clk_routes.png
Scale: 2 px per um.
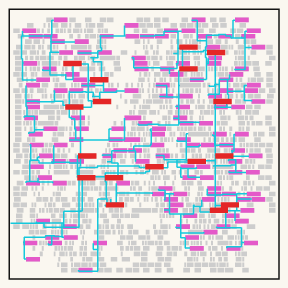
logic_types.png
Scale: 2 px per um.
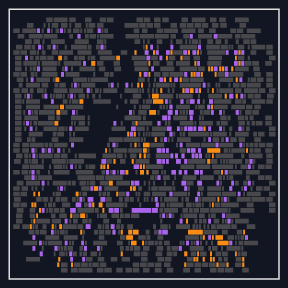
==> src/rtl/mem_access_unit.sv <==
// Load/store sequencer in front of a byte-addressable memory: accept -> resp in N+1 cycles (1 on error); req_ready only in IDLE, response held until resp_ready.
// Define MEM_ACCESS_MISALIGNED_EN to execute misaligned half/word accesses as byte beats instead of flagging them.
module mem_access_unit #(
  parameter int ADDR_WIDTH = 32,
  parameter int MEM_BYTES  = 4096
) (
  input  logic                  clk,
  input  logic                  reset,
  input  logic                  req_valid,
  output logic                  req_ready,
  input  logic                  req_write,
  input  logic [1:0]            req_size,
  input  logic                  req_unsigned,
  input  logic [ADDR_WIDTH-1:0] req_addr,
  input  logic [31:0]           req_wdata,
  output logic                  resp_valid,
  input  logic                  resp_ready,
  output logic [31:0]           resp_rdata,
  output logic                  resp_error,
  output logic [ADDR_WIDTH-1:0] mem_addr,
  output logic                  mem_write_enable,
  output logic                  mem_is32bitWrite,
  output logic [7:0]            mem_wdata8,
  output logic [31:0]           mem_wdata32,
  input  logic [7:0]            mem_rdata8,
  input  logic [31:0]           mem_rdata32
);

  typedef enum logic [1:0] {IDLE, ACCESS, RESP} state_t;

  localparam logic [ADDR_WIDTH:0] MEM_LIMIT = (ADDR_WIDTH+1)'(MEM_BYTES);

  state_t                state, state_next;
  logic [ADDR_WIDTH-1:0] addr_q;
  logic [31:0]           wdata_q, raw_q, raw_next, rdata_q;
  logic [1:0]            size_q, beat_q, last_q, req_last;
  logic                  write_q, uns_q, word_q, err_q;
  logic [ADDR_WIDTH:0]   end_addr;
  logic [2:0]            nbytes;
  logic                  misaligned, req_err, req_word, last_beat, in_access;

  // Request checks; end address is one bit wider so a top-of-space access cannot wrap.
  always_comb begin
    case (req_size)
      2'd0:    nbytes = 3'd1;
      2'd1:    nbytes = 3'd2;
      default: nbytes = 3'd4;
    endcase
    end_addr = {1'b0, req_addr} + (ADDR_WIDTH+1)'(nbytes);
`ifdef MEM_ACCESS_MISALIGNED_EN
    misaligned = 1'b0;
`else
    misaligned = (req_size == 2'd1 && req_addr[0]) ||
                 (req_size == 2'd2 && req_addr[1:0] != 2'b00);
`endif
    req_err  = (req_size == 2'd3) || (end_addr > MEM_LIMIT) || misaligned;
    req_word = (req_size == 2'd2) && (req_addr[1:0] == 2'b00);
    case (req_size)
      2'd0:    req_last = 2'd0;
      2'd1:    req_last = 2'd1;
      default: req_last = req_word ? 2'd0 : 2'd3;
    endcase
  end

  always_ff @(posedge clk) begin
    if (reset) state <= IDLE;
    else       state <= state_next;
  end

  assign last_beat = (beat_q == last_q);

  always_comb begin
    state_next = state;
    case (state)
      IDLE:    if (req_valid) state_next = req_err ? RESP : ACCESS;
      ACCESS:  if (last_beat) state_next = RESP;
      RESP:    if (resp_ready) state_next = IDLE;
      default: state_next = IDLE;
    endcase
  end

  // Merge the current beat's read data into the partially assembled word.
  always_comb begin
    raw_next = raw_q;
    if (word_q) raw_next = mem_rdata32;
    else        raw_next[{beat_q, 3'b000} +: 8] = mem_rdata8;
  end

  function automatic logic [31:0] extend(input logic [31:0] raw, input logic [1:0] size,
                                         input logic uns);
    case (size)
      2'd0:    extend = uns ? {24'd0, raw[7:0]}  : {{24{raw[7]}}, raw[7:0]};
      2'd1:    extend = uns ? {16'd0, raw[15:0]} : {{16{raw[15]}}, raw[15:0]};
      default: extend = raw;
    endcase
  endfunction

  always_ff @(posedge clk) begin
    if (reset) begin
      addr_q  <= '0;
      wdata_q <= '0;
      raw_q   <= '0;
      rdata_q <= '0;
      size_q  <= '0;
      beat_q  <= '0;
      last_q  <= '0;
      write_q <= 1'b0;
      uns_q   <= 1'b0;
      word_q  <= 1'b0;
      err_q   <= 1'b0;
    end else begin
      case (state)
        IDLE: if (req_valid) begin
          addr_q  <= req_addr;
          wdata_q <= req_wdata;
          size_q  <= req_size;
          write_q <= req_write;
          uns_q   <= req_unsigned;
          err_q   <= req_err;
          word_q  <= req_word;
          last_q  <= req_last;
          beat_q  <= '0;
          raw_q   <= '0;
          rdata_q <= '0;
        end
        ACCESS: begin
          raw_q  <= raw_next;
          beat_q <= beat_q + 2'd1;
          if (last_beat && !write_q) rdata_q <= extend(raw_next, size_q, uns_q);
        end
        default: ;
      endcase
    end
  end

  assign in_access  = (state == ACCESS);
  assign req_ready  = (state == IDLE);
  assign resp_valid = (state == RESP);
  assign resp_error = resp_valid & err_q;
  assign resp_rdata = rdata_q;

  // Write strobe is cut combinationally by reset so an interrupted access leaves no partial beat.
  assign mem_addr         = in_access ? addr_q + ADDR_WIDTH'(beat_q) : '0;
  assign mem_write_enable = in_access & write_q & ~reset;
  assign mem_is32bitWrite = in_access & write_q & word_q;
  assign mem_wdata32      = (in_access & write_q & word_q) ? wdata_q : '0;
  assign mem_wdata8       = (in_access & write_q & ~word_q) ? wdata_q[{beat_q, 3'b000} +: 8] : 8'd0;

endmodule
==> config.mk <==
export PLATFORM = sky130hd
export DESIGN_NAME = mem_access_unit
export DESIGN_NICKNAME = d
export VERILOG_FILES = /design/src/rtl/mem_access_unit.sv
export SDC_FILE = /design/constraint.sdc
export NUM_CORES = 1
export LEC_CHECK = 0
export CORE_UTILIZATION = 44
export CTS_CLUSTER_DIAMETER = 200
export DETAILED_ROUTE_END_ITERATION = 8
export GPL_TIMING_DRIVEN = 0
export PLACE_DENSITY = 0.75
export SYNTH_ARGS = -nofsm -noshare
export SYNTH_HDL_FRONTEND = slang
export SYNTH_SLANG_ARGS = --single-unit
export TNS_END_PERCENT = 100
==> constraint.sdc <==
create_clock -name clk -period 3.8 [get_ports clk]
set_input_delay 0.57 -clock clk [delete_from_list [all_inputs] [get_ports clk]]
set_output_delay 0.57 -clock clk [all_outputs]
set_load 0.005 [all_outputs]
==> impl_metrics.yaml <==
# generated from flow reports
status:
  status: "completed"
die:
  taps: 220
  die_x_um: 134
  ios: 221
  die_area_um2: 18000
setup_path:
  cp_slowest_cell: "or4_4"
  crit_type: "reg2out"
  cp_num_buf_inv: 2
  path_cells: "ha_4, fa_2, nand4_1, or4_4, nand2b_4, buf_4, nor2_1, xnor2_1, nor2_1, clkdlybuf4s50_1"
  timing.rr.end: "resp_rdata[25]"
hold_path:
  hold_path.class: "in2reg"
  hold_depth: 3
  hp-start: "req_addr[14]"
layout:
  fillers: 1503
  ff_latch_area_um2: 2810
  buffer_area_share_pct: 23.3
  syn_to_final_growth_pct: 41.7
  n_all_inverters: 13
  mi_logic_area_um2: 4630
  clock_buffer_count: 19
final_timing:
  tightestPinTransition_ns: 0.974
  relSlewSlack_pct: 34.9
  worst_slack_ns: 0.101
  post-route-period-util_pct: 97.3
  finalHoldWorstSlack_ns: 0.448
detailed_routing:
  drt_iter0_markers: 628
  wl_per_cell_um: 17.7
  met1_length_mm: 11.4
synth:
  syn_avg_cell_area_um2: 7.62
global_route:
  use_met1_pct: 39.2
  grt_util_met3_pct: 6.54
  grt_max_degree: 17
power:
  p_per_area_nw_per_um2: 338
  p_seq_share_pct: 42.3
  power.share.switching_pct: 25.2
clock_tree:
  cts_made_buffers: 17
  cts_sinks: 140
place:
  portBuffers: 218
  place_inst: 1447
-- clk_routes.png (at the start) --
clock wires: in cyan, length 1,860 um. clock drivers: in red, count 17. flip-flops: in magenta, count 140.
There are 18 routed clock nets.

-- logic_types.png (at the start) --
inverting AOI/OAI gates: in purple, cells 202, most used a21oi_1, where widely spread. NOR gates: in orange, cells 130, most used nor2_1, where widely spread.

## Yosys cell counts, types with 3 or more instances
cell type	instances
a211oi_1	11
a21oi_1	123
a221o_1	24
a22o_1	16
a22oi_1	8
a31oi_1	18
and2_1	40
and3_1	9
and4_1	3
buf_1	4
buf_2	7
clkbuf_1	59
dfxtp_1	140
ha_1	10
inv_1	12
mux2i_1	6
mux4_2	8
nand2_1	206
nand2b_1	18
nand3_1	35
nand4_1	11
nor2_1	98
nor2b_1	12
nor3_1	7
nor4_1	4
o21ai_0	32
or2_2	3
or3_1	7
xnor2_1	18
xor2_1	19
## flip-flops by register name, summed over array words and instances (netlist names)
register	flops
uns_q	1
resp_rdata	32
err_q	1
raw_q	32
addr_q	32
wdata_q	32
size_q	2
state	2
write_q	1
last_q	2
beat_q	2
word_q	1
## kinds of logic (layout without fill, tap and decap cells)
family                     after synthesis  count (layout)
DFF                                    140             140
xor gates and xnor gates                37              37
muxes                                   15              15
adders and majority gates               12              12
AOI/OAI and AO/OA                      248             248
buffers and inverters                   84             340
and+or+nand+nor                        473             473
## through the flow
step / setup TNS (ns) / instance area (um2) / power [uW]
after floorplan: 0 / 7680 / 1790
after global placement: -3.84 / 10100 / 2010
after detailed placement: -4.37 / 10100 / 2010
after CTS: -0.000478 / 10800 / 3680
after global routing: -0.0623 / 10900 / 3800
final: 0 / 10900 / 3680
## power groups by stage
| stage | combinational, uW | sequential (uW) | clock, uW |
|---|---|---|---|
| after CTS | 427 | 1560 | 1700 |
| after global placement | 421 | 1590 | 0 |
| final | 433 | 1560 | 1690 |
| after global routing | 469 | 1560 | 1760 |
| after floorplan | 211 | 1580 | 0 |
| after detailed placement | 424 | 1590 | 0 |
## timing repair
action / in CTS / in global routing
setup endpoints to repair: 36 / 25
pin swaps: 2 / 4
setup buffers: 2 / 6
resized: 13 / 17
Power figures rest on the tool's default switching activity, not on a simulated workload.
